## config.mk

```make
export PLATFORM = sky130hd
export DESIGN_NAME = axi_rd_sram_responder_flat
export DESIGN_NICKNAME = d
export VERILOG_FILES = /design/src/rtl/axi_rd_sram_responder_if.sv /design/src/rtl/axi_rd_sram_responder.sv /design/src/flat_wrapper.sv
export SDC_FILE = /design/constraint.sdc
export NUM_CORES = 1
export LEC_CHECK = 0
export CORE_ASPECT_RATIO = 0.75
export CORE_MARGIN = 4
export CORE_UTILIZATION = 23
export CTS_BUF_LIST = sky130_fd_sc_hd__clkbuf_16
export CTS_CLUSTER_SIZE = 25
export DETAILED_ROUTE_END_ITERATION = 10
export PLACE_DENSITY_LB_ADDON = 0.12
export SLEW_MARGIN = 15
export SYNTH_ARGS = -nofsm -noshare
export SYNTH_HDL_FRONTEND = slang
export SYNTH_SLANG_ARGS = --single-unit
```

## constraint.sdc

```tcl
create_clock -name clock -period 6.8 [get_ports clock]
set_clock_uncertainty 0.1 [all_clocks]
set_input_delay 1.36 -clock clock [delete_from_list [all_inputs] [get_ports clock]]
set_output_delay 1.36 -clock clock [all_outputs]
set_load 0.02 [all_outputs]
```

## src/rtl/axi_rd_sram_responder_if.sv

```systemverilog
// AXI4 read address / read data channel bundle between a read initiator (master)
// and a memory-side responder (slave).
interface axi_rd_sram_responder_if #(
  parameter int ID_W = 4
) ();
  logic            arvalid;
  logic            arready;
  logic [31:0]     araddr;
  logic [ID_W-1:0] arid;
  logic [7:0]      arlen;
  logic [2:0]      arsize;
  logic [1:0]      arburst;

  logic            rvalid;
  logic            rready;
  logic [31:0]     rdata;
  logic [1:0]      rresp;
  logic            rlast;
  logic [ID_W-1:0] rid;

  modport slave (
    input  arvalid, araddr, arid, arlen, arsize, arburst, rready,
    output arready, rvalid, rdata, rresp, rlast, rid
  );

  modport master (
    output arvalid, araddr, arid, arlen, arsize, arburst, rready,
    input  arready, rvalid, rdata, rresp, rlast, rid
  );
endinterface

```

## src/rtl/axi_rd_sram_responder.sv

```systemverilog
// AXI4 read responder backed by a word-addressed synchronous SRAM: one burst in
// flight, FIXED/INCR/WRAP addressing, programmable first-beat latency, SLVERR/DECERR.
module axi_rd_sram_responder #(
  parameter logic [31:0] ADDR_BASE = 32'h8000_0000,
  parameter int          MEM_AW    = 16,
  parameter int          ID_W      = 4,
  parameter int          LATENCY   = 2
) (
  input  logic                 clock,
  input  logic                 reset,
  axi_rd_sram_responder_if.slave s,
  output logic                 mem_en,
  output logic [MEM_AW-1:0]    mem_addr,
  input  logic [31:0]          mem_rdata,
  output logic [3:0]           dbg_state
);

  typedef enum logic [3:0] {
    IDLE  = 4'b0001,
    WAIT  = 4'b0010,
    FETCH = 4'b0100,
    RESP  = 4'b1000
  } state_t;

  localparam logic [1:0]  RESP_OKAY   = 2'd0;
  localparam logic [1:0]  RESP_SLVERR = 2'd2;
  localparam logic [1:0]  RESP_DECERR = 2'd3;
  localparam logic [32:0] WINDOW      = 33'd4 << MEM_AW;
  localparam logic [7:0]  LAT_INIT    = 8'(LATENCY);

  state_t          state, state_next;
  logic            run;
  logic [31:0]     addr, addr_next, offset, step, wrap_mask;
  logic [ID_W-1:0] id;
  logic [7:0]      len, beat, cnt;
  logic [2:0]      size;
  logic [1:0]      burst;
  logic            slverr, ar_bad, in_range, last_beat;
  logic            ar_hs, r_hs;

  // Handshakes: a transfer happens on a rising clock edge where valid and ready
  // are both 1. Once rvalid is raised, it and the R payload hold until rready.
  // arready/rvalid depend only on state and reset, never on arvalid/rready.
  assign run   = reset;
  assign ar_hs = s.arready & s.arvalid;
  assign r_hs  = s.rvalid & s.rready;

  assign ar_bad = (s.arsize > 3'd2) || (s.arburst == 2'd3) ||
                  ((s.arburst == 2'd2) &&
                   !((s.arlen == 8'd1) || (s.arlen == 8'd3) ||
                     (s.arlen == 8'd7) || (s.arlen == 8'd15)));

  assign offset    = addr - ADDR_BASE;
  assign in_range  = {1'b0, offset} < WINDOW;
  assign last_beat = (beat == len);

  assign step      = 32'd1 << size;
  assign wrap_mask = ((32'(len) + 32'd1) << size) - 32'd1;

  always_comb begin
    addr_next = addr;
    case (burst)
      2'd1:    addr_next = addr + step;
      2'd2:    addr_next = (addr & ~wrap_mask) | ((addr + step) & wrap_mask);
      default: addr_next = addr;
    endcase
  end

  always_ff @(posedge clock) begin
    if (!reset) state <= IDLE;
    else        state <= state_next;
  end

  always_comb begin
    state_next = state;
    case (state)
      IDLE:    if (s.arvalid) state_next = (LATENCY == 0) ? FETCH : WAIT;
      WAIT:    if (cnt == 8'd1) state_next = FETCH;
      FETCH:   state_next = RESP;
      RESP:    if (s.rready) state_next = last_beat ? IDLE : FETCH;
      default: state_next = IDLE;
    endcase
  end

  always_ff @(posedge clock) begin
    if (!reset) begin
      addr   <= '0;
      id     <= '0;
      len    <= '0;
      size   <= '0;
      burst  <= '0;
      beat   <= '0;
      cnt    <= '0;
      slverr <= 1'b0;
    end else begin
      if (ar_hs) begin
        addr   <= s.araddr;
        id     <= s.arid;
        len    <= s.arlen;
        size   <= s.arsize;
        burst  <= s.arburst;
        beat   <= '0;
        cnt    <= LAT_INIT;
        slverr <= ar_bad;
      end
      if (state == WAIT) cnt <= cnt - 8'd1;
      if (r_hs && !last_beat) begin
        beat <= beat + 8'd1;
        addr <= addr_next;
      end
    end
  end

  // mem_rdata is held by the SRAM while mem_en is low, so it stays valid in RESP.
  assign mem_en   = run && (state == FETCH) && !slverr && in_range;
  assign mem_addr = offset[MEM_AW+1:2];

  always_comb begin
    s.arready = run && (state == IDLE);
    s.rvalid  = run && (state == RESP);
    s.rresp   = RESP_OKAY;
    s.rdata   = '0;
    s.rlast   = 1'b0;
    s.rid     = '0;
    if (s.rvalid) begin
      if (slverr)        s.rresp = RESP_SLVERR;
      else if (!in_range) s.rresp = RESP_DECERR;
      s.rdata = (s.rresp == RESP_OKAY) ? mem_rdata : 32'd0;
      s.rlast = last_beat;
      s.rid   = id;
    end
  end

  assign dbg_state = state;

endmodule
```

## src/flat_wrapper.sv

```systemverilog
// flat-port wrapper written by rule: the top's interface ports become plain ports
module axi_rd_sram_responder_flat 
#(
  parameter logic [31:0] ADDR_BASE = 32'h8000_0000,
  parameter int          MEM_AW    = 16,
  parameter int          ID_W      = 4,
  parameter int          LATENCY   = 2
)
  (clock, reset, mem_en, mem_addr, mem_rdata, dbg_state, s_arvalid, s_araddr, s_arid, s_arlen, s_arsize, s_arburst, s_rready, s_arready, s_rvalid, s_rdata, s_rresp, s_rlast, s_rid);
  axi_rd_sram_responder_if #(.ID_W(ID_W)) s_i ();
  input  logic clock;
  input  logic reset;
  output logic mem_en;
  output logic [MEM_AW-1:0] mem_addr;
  input  logic [31:0] mem_rdata;
  output logic [3:0] dbg_state;
  input wire logic [$bits(s_i.arvalid)-1:0] s_arvalid;
  input wire logic [$bits(s_i.araddr)-1:0] s_araddr;
  input wire logic [$bits(s_i.arid)-1:0] s_arid;
  input wire logic [$bits(s_i.arlen)-1:0] s_arlen;
  input wire logic [$bits(s_i.arsize)-1:0] s_arsize;
  input wire logic [$bits(s_i.arburst)-1:0] s_arburst;
  input wire logic [$bits(s_i.rready)-1:0] s_rready;
  output wire logic [$bits(s_i.arready)-1:0] s_arready;
  output wire logic [$bits(s_i.rvalid)-1:0] s_rvalid;
  output wire logic [$bits(s_i.rdata)-1:0] s_rdata;
  output wire logic [$bits(s_i.rresp)-1:0] s_rresp;
  output wire logic [$bits(s_i.rlast)-1:0] s_rlast;
  output wire logic [$bits(s_i.rid)-1:0] s_rid;
  assign s_i.arvalid = s_arvalid;
  assign s_i.araddr = s_araddr;
  assign s_i.arid = s_arid;
  assign s_i.arlen = s_arlen;
  assign s_i.arsize = s_arsize;
  assign s_i.arburst = s_arburst;
  assign s_i.rready = s_rready;
  assign s_arready = s_i.arready;
  assign s_rvalid = s_i.rvalid;
  assign s_rdata = s_i.rdata;
  assign s_rresp = s_i.rresp;
  assign s_rlast = s_i.rlast;
  assign s_rid = s_i.rid;
  axi_rd_sram_responder #(.ADDR_BASE(ADDR_BASE), .MEM_AW(MEM_AW), .ID_W(ID_W), .LATENCY(LATENCY)) u_core (.clock(clock), .reset(reset), .s(s_i), .mem_en(mem_en), .mem_addr(mem_addr), .mem_rdata(mem_rdata), .dbg_state(dbg_state));
endmodule
```

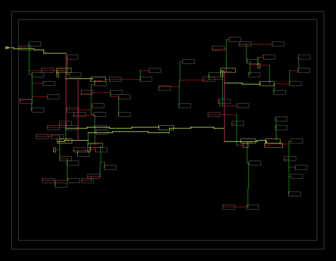
Figure 1: run 1, clock nets.
flip-flops: 70
CTS Buf Count: 9
Clk power: 464 µW
clk_lat worst skew: 0.35 ns
clock net sink count: 70

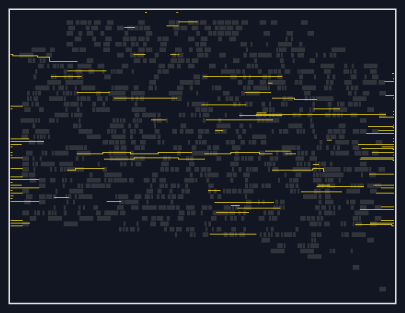
Figure 2: run 1, metal 3.
(2 px per µm) Cells faint in the background.
main direction: horizontal
nets with wire on the layer: 85
wire length on this layer: 1140 µm
longest straight run: 64.9 µm
share of all routed wire: 5.1%
DRT Wirelength: 22.5 mm
met3 Usage GRT: 0.0373
total number of vias: 6281

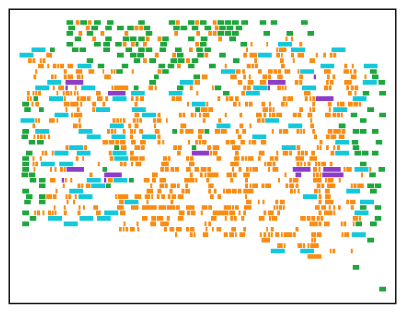
Figure 3: run 1, placed cells, one colour a class.
(2 px per µm)
legend:
  sequential cells:
    colour: cyan
    cells: 70
  remaining buffers and delay cells:
    colour: green
    cells: 159
  clock drivers and dummy loads:
    colour: purple
    cells: 16
  remaining logic cells:
    colour: orange
    cells: 673
row count: 50
core box area: 0.0250 mm²
flop share of the area: 0.180

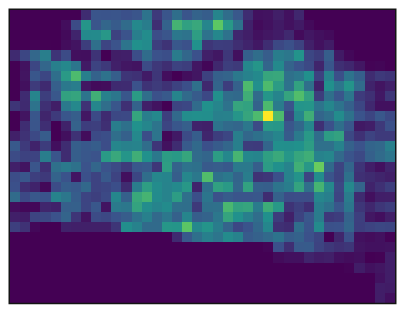
Figure 4: run 1, wiring heat map.
(2 px per µm) The die is cut into 38 by 29 equal tiles; dark purple is low, yellow is high, scaled to the fullest tile. Values are wire area over tile area, all layers added.
densest ninth of the die: centre
fullest tile: 0.58
emptiest ninth of the die: south-west
tiles over half the peak: 8.3%
mean over tiles: 0.12
nearly empty tiles: 26%
Avg WL per Cell: 17.9 µm
global router's overall resource usage: 0.157

==> results_slide.txt, run 1 <==
Flow Results at a Glance

Final timing
  • Fmax achieved: 0.193 GHz
  • # setup viols final: 0
  • Final period utilization: 0.762
  • Slew headroom: 0.231
  • Fin Setup TNS: 0 ns
  • RSZ-0062 raised after global routing: no
  • WHS: a little under 0.4 ns
  • PnR worst setup slack: roughly 1.6 ns
  • Final critical-path required period: 5.18 ns

Global routing
  • GRT busiest layer: met1
  • Met2 Track Usage GR: 0.219
  • GR Overflow Total: 0
  • Initial antenna violation count: 0
  • Global routing usage on met1: 0.246
  • Vias in the first global route: between 6000 and 7000

Detailed routing
  • DRT met1 WL: 12.1 mm
  • Initial DRT Pass Iterations: 5
  • # DRC: 0
  • Met2 WL: about 9.0 mm
  • Top layer in use: met4
  • Via/cell ratio: around 5
  • Final ANT Viol Nets: 0

Placement
  • Area after DPL: 0.00750 mm²
  • Hpwl dp: ~17 mm
  • Routability congestion estimate from global placement: 0.779
  • Place WS: 1.63 ns

Hold path
  • Min-delay worst type: flop to flop
  • Hold path cells: 1
  • Hold wc startpoint: u_core.beat[7]$_SDFFE_PN0P_
  • Worst hold endpoint: u_core.beat[7]$_SDFFE_PN0P_

Cells and area
  • Finished Cell Area: 0.00778 mm²
  • Comb area share: 0.520
  • Clk cell area share: 0.0364
  • Non-Filler Instances: ~1300
  • Signal buf overhead: 0.200
  • Layout filler cell count: roughly 2700
  • Inserted Diodes: 0
  • Clock buf count: 9
  • Logic inverters: 20
  • Final layout net count: 1013
  • Top cells excl fill/tap: clkdlybuf4s50_1 (145), nand2_1 (92), nor2_1 (79)
  • Most numerous logic cell after layout: clkdlybuf4s50_1
  • Multi-input gates: 653
  • Register area: 0.00140 mm²
  • Area delta synth->final: 32.5%

Worst setup path
  • Max Fanout on Critical Path: 34
  • Crit end category: primary output
  • Cell Chain, Critical Path: buf_2 > nand2_1 > inv_1 > and3_1 > clkdlybuf4s50_1
  • WP depth: 5
  • Delay-heaviest family, CP: buffers and inverters
  • Worst EP arrival: 3.72 ns
  • Max incr delay on CP: around 0.67 ns
  • Setup CP Type: input pin to primary output
  • Worst Setup SP: reset
  • R2R setup slack: 2.30 ns
  • Worst setup path endpoint: s_rdata[1]
  • Crit path required time: 5.34 ns
  • Number of buffers and inverters on the critical path: 3
  • Worst Reg-to-Reg Cells: 10
  • Crit path launch type: input pin
  • CP max stage cell: inv_1

Logic synthesis
  • Top cell area share: 0.239
  • Comb area leader: simple AND/OR/NAND/NOR gates
  • Yosys Chip Area: ~0.006 mm²
  • Synth Seq Share: 0.239
  • Synth Area in Compound Gates: 0.279
  • Flip-flops with a built-in enable: 0
  • Cell type with the largest total area: dfxtp_1
  • Leading cell types by count after synthesis: nand2_1 (92), nor2_1 (79), dfxtp_1 (70), a21oi_1 (55), o21ai_0 (55)
  • Post-synthesis cell count from yosys: 815
  • Syn_area_per_cell: 7.20 µm²
  • Top cells by area: dfxtp_1 (24%), nand2_1 (5.9%), nor2_1 (5.1%)
  • Adder share: 0.0333
  • Mux frac, synth: 0.0126
  • Synthesized cell area: about 0.0059 mm²
  • Xor/xnor share: 0.0552
  • Nets at Floorplan: 915
  • Synth warnings: 0
  • Unique cell types: 86
  • Synth top cell by count: nand2_1
  • Synth Register Bits: 70
  • Simple-Gate Fraction of Synth Area: 0.307

Floorplan
  • Die Y: 146 µm
  • Full die area: roughly 0.028 mm²
  • Die Wd: 192 µm
  • # Taps: 338
  • Initial core utilization: 0.235
  • Top Ports: 147

CTS
  • CTS tree: yes
  • Hold-fix buffers, CTS: 0
  • Post-cts resize count: 0
  • Max clock buf depth: 2
  • H-tree depth: 3
  • CTS clk-pin slew, worst paths: 0.05 ns
  • Postcts setup bufs: 0

Power
  • Combinational power: around 380 µW
  • Leakage power: 0.00290 µW
  • Design Power: 1340 µW
  • Sw Pwr: between 400 and 500 µW
  • Clock power share: 0.346
  • Seq pwr share: 0.369
  • Seq group: 495 µW
  • Max power group: registers
  • Sw frac: 0.336
  • Worst vdd ir: approximately 110 µV
  • Cell-internal power: 890 µW

Run status
  • Status: completed

Job
  • Max_cap viols: 0
  • Stage-log warning count: 27
Figure 5. Cell sizes after repair (run 1).
(1.5 px per µm)
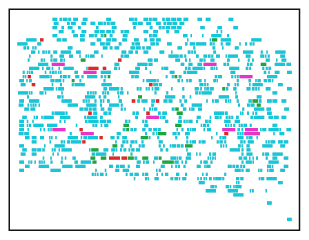

--- run 2 (diff from run 1) ---
- clock period: 6.8 -> 5.3 ns (I/O delays scaled with it)
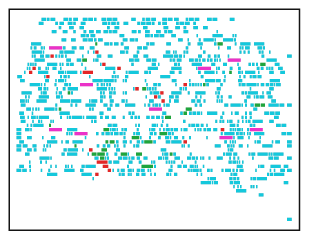
Figure 6: run 2, cell sizes after repair.
(1.5 px per µm)
legend:
  x3 and x4:
    colour: red
    cells: 20
  x6 and larger:
    colour: magenta
    cells: 9
  x1 and smaller:
    colour: cyan
    cells: 862
  x2:
    colour: green
    cells: 30

==> results_slide.txt, run 2 <==
Flow Results at a Glance

Logic synthesis
  • Top cell area share: 0.239 (unchanged)
  • Unique cell types: 86 (unchanged)
  • Xor/xnor share: 0.0552 (unchanged)
  • Synth Area in Compound Gates: 0.279 (unchanged)
  • Synth Seq Share: 0.239 (unchanged)
  • Yosys Chip Area: 0.00587 mm² (unchanged)
  • Cell type with the largest total area: dfxtp_1
  • Comb area leader: simple AND/OR/NAND/NOR gates
  • Synthesized cell area: 0.00587 mm² (unchanged)
  • Leading cell types by count after synthesis: nand2_1 (92), nor2_1 (79), dfxtp_1 (70), a21oi_1 (55), o21ai_0 (55)
  • Adder share: 0.0333 (unchanged)
  • Mux frac, synth: 0.0126 (unchanged)
  • Syn_area_per_cell: 7.20 µm² (unchanged)
  • Simple-Gate Fraction of Synth Area: 0.307 (unchanged)
  • Top cells by area: dfxtp_1 (24%), nand2_1 (5.9%), nor2_1 (5.1%)

Power
  • Design Power: 1680 µW (+25%)
  • Max power group: registers
  • Sw Pwr: 585 µW (+30%)
  • Leakage power: 0.00290 µW (about the same)
  • Seq group: 635 µW (+28%)
  • Clock power share: 0.329 (-0.017)
  • Combinational power: 491 µW (+29%)
  • Worst vdd ir: 152 µV (+33%)
  • Cell-internal power: 1090 µW (+23%)
  • Sw frac: 0.348 (+0.0122)
  • Seq pwr share: 0.378 (+0.009)

Cells and area
  • Flip-flops: 70 (unchanged)
  • Inserted Diodes: 0 (unchanged)
  • Comb area share: 0.520 (about the same)
  • Signal buf overhead: 0.203 (+0.00296)
  • Most numerous logic cell after layout: clkdlybuf4s50_1
  • Non-Filler Instances: 1259 (+0.24%)
  • Logic inverters: 20 (unchanged)
  • Layout filler cell count: 2719 (-0.66%)
  • Area delta synth->final: 32.5% (about the same)
  • Final layout net count: 1016 (+0.30%)
  • Multi-input gates: 653 (unchanged)
  • Register area: 0.00140 mm² (unchanged)
  • Flop share of the area: 0.180 (about the same)
  • Finished Cell Area: 0.00778 mm² (about the same)

Worst setup path
  • Worst Setup SP: u_core.size[2]$_SDFFE_PN0P_
  • Crit path launch type: flop
  • Worst EP arrival: 4.41 ns (+0.69 ns)
  • R2R setup slack: 1.06 ns (-1.24 ns)
  • Crit end category: flop
  • Delay-heaviest family, CP: simple AND/OR/NAND/NOR gates
  • CP max stage cell: or4_1
  • Setup CP Type: flop to flop
  • Max Fanout on Critical Path: 30 (-12%)
  • Worst Reg-to-Reg Cells: 13 (+3)
  • Cell Chain, Critical Path: buf_4 > nor3_1 > ha_1 > inv_1 > fa_1 > nor2b_1 > o21ai_0 > a21boi_0 > o21ai_0 > nor3_1 > a31oi_1 > or4_1 > a211oi_1
  • Number of buffers and inverters on the critical path: 2 (-1)

Detailed routing
  • Initial DRT Pass Iterations: 5 (unchanged)
  • Avg WL per Cell: 17.7 µm (-1.2%)
  • Total number of vias: 6382 (+1.6%)
  • Final ANT Viol Nets: 0 (unchanged)
  • Via/cell ratio: 5.07 (+1.4%)
  • Top layer in use: met4
  • Met2 WL: 8.84 mm (-2.0%)
  • DRT met1 WL: 11.9 mm (-1.8%)

CTS
  • H-tree depth: 3 (unchanged)
  • Max clock buf depth: 2 (unchanged)
  • CTS clk-pin slew, worst paths: 0.06 ns (about the same)
  • CTS tree: yes
  • Clock net sink count: 70 (unchanged)
  • Hold-fix buffers, CTS: 0 (unchanged)
  • Clk_lat worst skew: 0.35 ns (about the same)
  • Postcts setup bufs: 0 (unchanged)
  • Post-cts resize count: 0 (unchanged)

Floorplan
  • Full die area: 0.0282 mm² (unchanged)
  • # Taps: 338 (unchanged)
  • Die Y: 146 µm (unchanged)
  • Row count: 50 (unchanged)
  • Core box area: 0.0250 mm² (unchanged)
  • Initial core utilization: 0.235 (unchanged)
  • Die Wd: 192 µm (unchanged)

Final timing
  • PnR worst setup slack: 1.06 ns (-0.562 ns)
  • WHS: 0.383 ns (-0.000750 ns)
  • RSZ-0062 raised after global routing: no
  • # setup viols final: 0 (unchanged)
  • Slew headroom: 0.452 (+0.221)
  • Fin Setup TNS: 0 ns (unchanged)
  • Fmax achieved: 0.236 GHz
  • Final period utilization: 0.800

Hold path
  • Hold wc startpoint: u_core.cnt[7]$_SDFFE_PN0P_
  • Hold path cells: 2 (+1)
  • Worst hold endpoint: u_core.cnt[7]$_SDFFE_PN0P_
  • Min-delay worst type: flop to flop

Job
  • Stage-log warning count: 27 (unchanged)
  • Max_cap viols: 0 (unchanged)

Run status
  • Status: completed

Placement
  • Area after DPL: 0.00752 mm² (+0.30%)
  • Place WS: 1.13 ns (-0.495 ns)
  • Routability congestion estimate from global placement: 0.805 (+3.4%)

Global routing
  • Global router's overall resource usage: 0.157 (about the same)
  • Global routing usage on met1: 0.253 (+0.00746)
  • GR Overflow Total: 0 (unchanged)
  • Met2 Track Usage GR: 0.214 (-0.00493)
  • Initial antenna violation count: 0 (unchanged)
  • Met3 Usage GRT: 0.0320 (-0.00526)
  • GRT busiest layer: met1
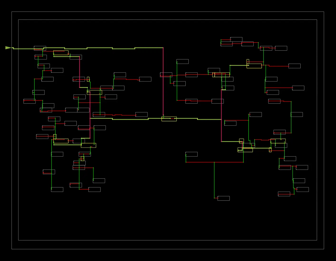
Figure 7: run 2, clock nets.
clock buf count: 9
Clk power: 553 µW

Figure 8. Wiring heat map (run 2).
(2 px per µm) The die is cut into 38 by 29 equal tiles; dark purple is low, yellow is high, scaled to the fullest tile. Values are wire area over tile area, all layers added.
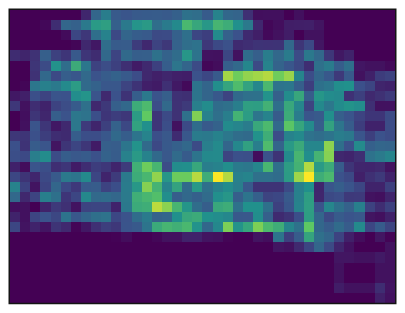

--- run 3 (diff from run 2) ---
- clock period: 5.3 -> 3.8 ns (I/O delays scaled with it)
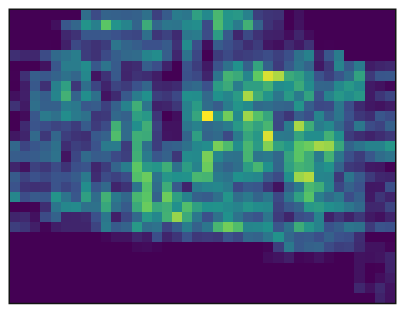
Figure 9: run 3, wiring heat map.
(2 px per µm) The die is cut into 38 by 29 equal tiles; dark purple is low, yellow is high, scaled to the fullest tile. Values are wire area over tile area, all layers added.
nearly empty tiles: 26%
fullest tile: 0.50
tiles over half the peak: 13%
mean over tiles: 0.12
emptiest ninth of the die: south-west
global router's overall resource usage: 0.159
total number of vias: 6365

==> results_slide.txt, run 3 <==
Flow Results at a Glance

Run status
  • Status: completed

Floorplan
  • Initial core utilization: 0.235 (unchanged)
  • Die Y: 146 µm (unchanged)
  • # Taps: 338 (unchanged)
  • Row count: 50 (unchanged)
  • Core box area: 0.0250 mm² (unchanged)
  • Die Wd: 192 µm (unchanged)
  • Top Ports: 147
  • Full die area: 0.0282 mm² (unchanged)

Logic synthesis
  • Top cell area share: 0.239 (unchanged)
  • Synth Seq Share: 0.239 (unchanged)
  • Synthesized cell area: 0.00587 mm² (unchanged)
  • Adder share: 0.0333 (unchanged)
  • Flip-flops with a built-in enable: 0
  • Fraction of registers with async set/reset: 0
  • Nets at Floorplan: 915
  • Mux frac, synth: 0.0126 (unchanged)
  • Synth Area in Compound Gates: 0.279 (unchanged)
  • Syn_area_per_cell: 7.20 µm² (unchanged)
  • Commonest flop: dfxtp_1
  • Simple-Gate Fraction of Synth Area: 0.307 (unchanged)
  • Post-synthesis cell count from yosys: 815
  • Synth Register Bits: 70
  • Cell type with the largest total area: dfxtp_1
  • Leading cell types by count after synthesis: nand2_1 (92), nor2_1 (79), dfxtp_1 (70), a21oi_1 (55), o21ai_0 (55)
  • Synth top cell by count: nand2_1
  • Yosys Chip Area: 0.00587 mm² (unchanged)
  • Top cells by area: dfxtp_1 (24%), nand2_1 (5.9%), nor2_1 (5.1%)
  • Unique cell types: 86 (unchanged)
  • Synth warnings: 0
  • Comb area leader: simple AND/OR/NAND/NOR gates
  • Xor/xnor share: 0.0552 (unchanged)

Final timing
  • Final period utilization: 0.954
  • # setup viols final: 0 (unchanged)
  • Fin Setup TNS: 0 ns (unchanged)
  • PnR worst setup slack: 0.173 ns (-0.884 ns)
  • Fmax achieved: between 0.2 and 0.3 GHz
  • Slew headroom: 0.460 (+0.00741)
  • WHS: 0.384 ns (+0.000633 ns)
  • Fin. max-slew vios: 0

Cells and area
  • Final core occ: 0.319
  • Final layout net count: 1039 (+2.3%)
  • Comb area share: 0.507 (-0.0127)
  • Signal buf overhead: 0.219 (+0.0161)
  • Most numerous logic cell after layout: clkdlybuf4s50_1
  • Logic inverters: 20 (unchanged)
  • Flip-flops: 70 (unchanged)
  • Inserted Diodes: 0 (unchanged)
  • Layout filler cell count: 2761 (+1.5%)
  • Non-Filler Instances: 1282 (+1.8%)
  • Clock buf count: 9 (unchanged)
  • Finished Cell Area: 0.00799 mm² (+2.8%)
  • Flop share of the area: 0.175 (-0.00488)
  • Register area: 0.00140 mm² (unchanged)
  • Area delta synth->final: 36.2%
  • Logic area: between 0.004 and 0.005 mm²
  • Multi-input gates: 653 (unchanged)

Placement
  • Area after DPL: 0.00769 mm² (+2.3%)
  • Routability congestion estimate from global placement: 0.822 (+2.1%)
  • Place WS: 0.291 ns (-0.842 ns)

Worst setup path
  • Number of buffers and inverters on the critical path: 2 (unchanged)
  • Delay-heaviest family, CP: simple AND/OR/NAND/NOR gates
  • Cell Chain, Critical Path: nor4_1 > nand4_1 > nor2_1 > buf_4 > and4_1 > clkdlybuf4s50_1
  • Worst EP arrival: 2.77 ns (-1.64 ns)
  • WP depth: 6
  • Crit path launch type: flop
  • Crit end category: primary output
  • Setup CP Type: flop to primary output
  • R2R setup slack: 0.31 ns (-0.75 ns)
  • Worst Reg-to-Reg Cells: 15 (+2)
  • Max Fanout on Critical Path: 34 (+13%)
  • CP max stage cell: clkdlybuf4s50_1
  • Worst r2r src: u_core.size[0]$_SDFFE_PN0P_

Power
  • Combinational power: 727 µW (+48%)
  • Max power group: registers
  • Worst vdd ir: 215 µV (+41%)
  • Sw frac: 0.339 (-0.00944)
  • Cell-internal power: 1620 µW (+48%)
  • Seq group: 874 µW (+38%)
  • Design Power: 2460 µW (+46%)
  • Seq pwr share: 0.356 (-0.022)
  • Sw Pwr: 833 µW (+42%)
  • Leakage power: 0.00303 µW (+4.4%)
  • Clock power share: 0.349 (+0.020)

Global routing
  • Largest net degree at the start of global routing: 37
  • Global routing usage on met1: 0.257 (+0.00364)
  • GR Overflow Total: 0 (unchanged)
  • Vias in the first global route: about 6200
  • GRT busiest layer: met1
  • Met3 Usage GRT: 0.0308 (-0.00120)
  • Met2 Track Usage GR: 0.218 (+0.00405)
  • Initial antenna violation count: 0 (unchanged)

Hold path
  • Min-delay worst type: flop to flop
  • Worst hold endpoint: u_core.cnt[7]$_SDFFE_PN0P_
  • Hold path cells: 2 (unchanged)
  • Hold wc startpoint: u_core.cnt[7]$_SDFFE_PN0P_

Detailed routing
  • Via/cell ratio: 4.96 (-2.1%)
  • Top layer in use: met4
  • Avg WL per Cell: 17.5 µm (-1.0%)
  • Initial DRT Pass Iterations: 4 (-1)
  • Detailed Route Iter0 Violations: 424
  • DR WL met3: approximately 1.1 mm
  • DRT met1 WL: 12.2 mm (+2.8%)
  • Final ANT Viol Nets: 0 (unchanged)
  • Met2 WL: 8.94 mm (+1.1%)

CTS
  • Postcts setup bufs: 0 (unchanged)
  • Clk_lat worst skew: 0.35 ns (about the same)
  • H-tree depth: 3 (unchanged)
  • CTS tree: yes
  • CTS clk-pin slew, worst paths: 0.06 ns (about the same)
  • Clock net sink count: 70 (unchanged)
  • Max clock buf depth: 2 (unchanged)
  • Post-cts resize count: 0 (unchanged)
  • Hold-fix buffers, CTS: 0 (unchanged)

Job
  • Max_cap viols: 0 (unchanged)
  • Stage-log warning count: 27 (unchanged)
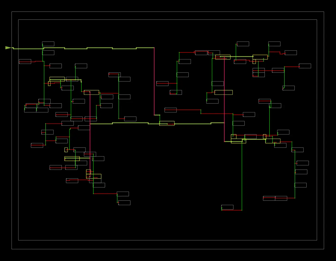
Figure 10: run 3, clock nets.
Clk power: 857 µW

Power figures rest on the tool's default switching activity, not on a simulated workload.
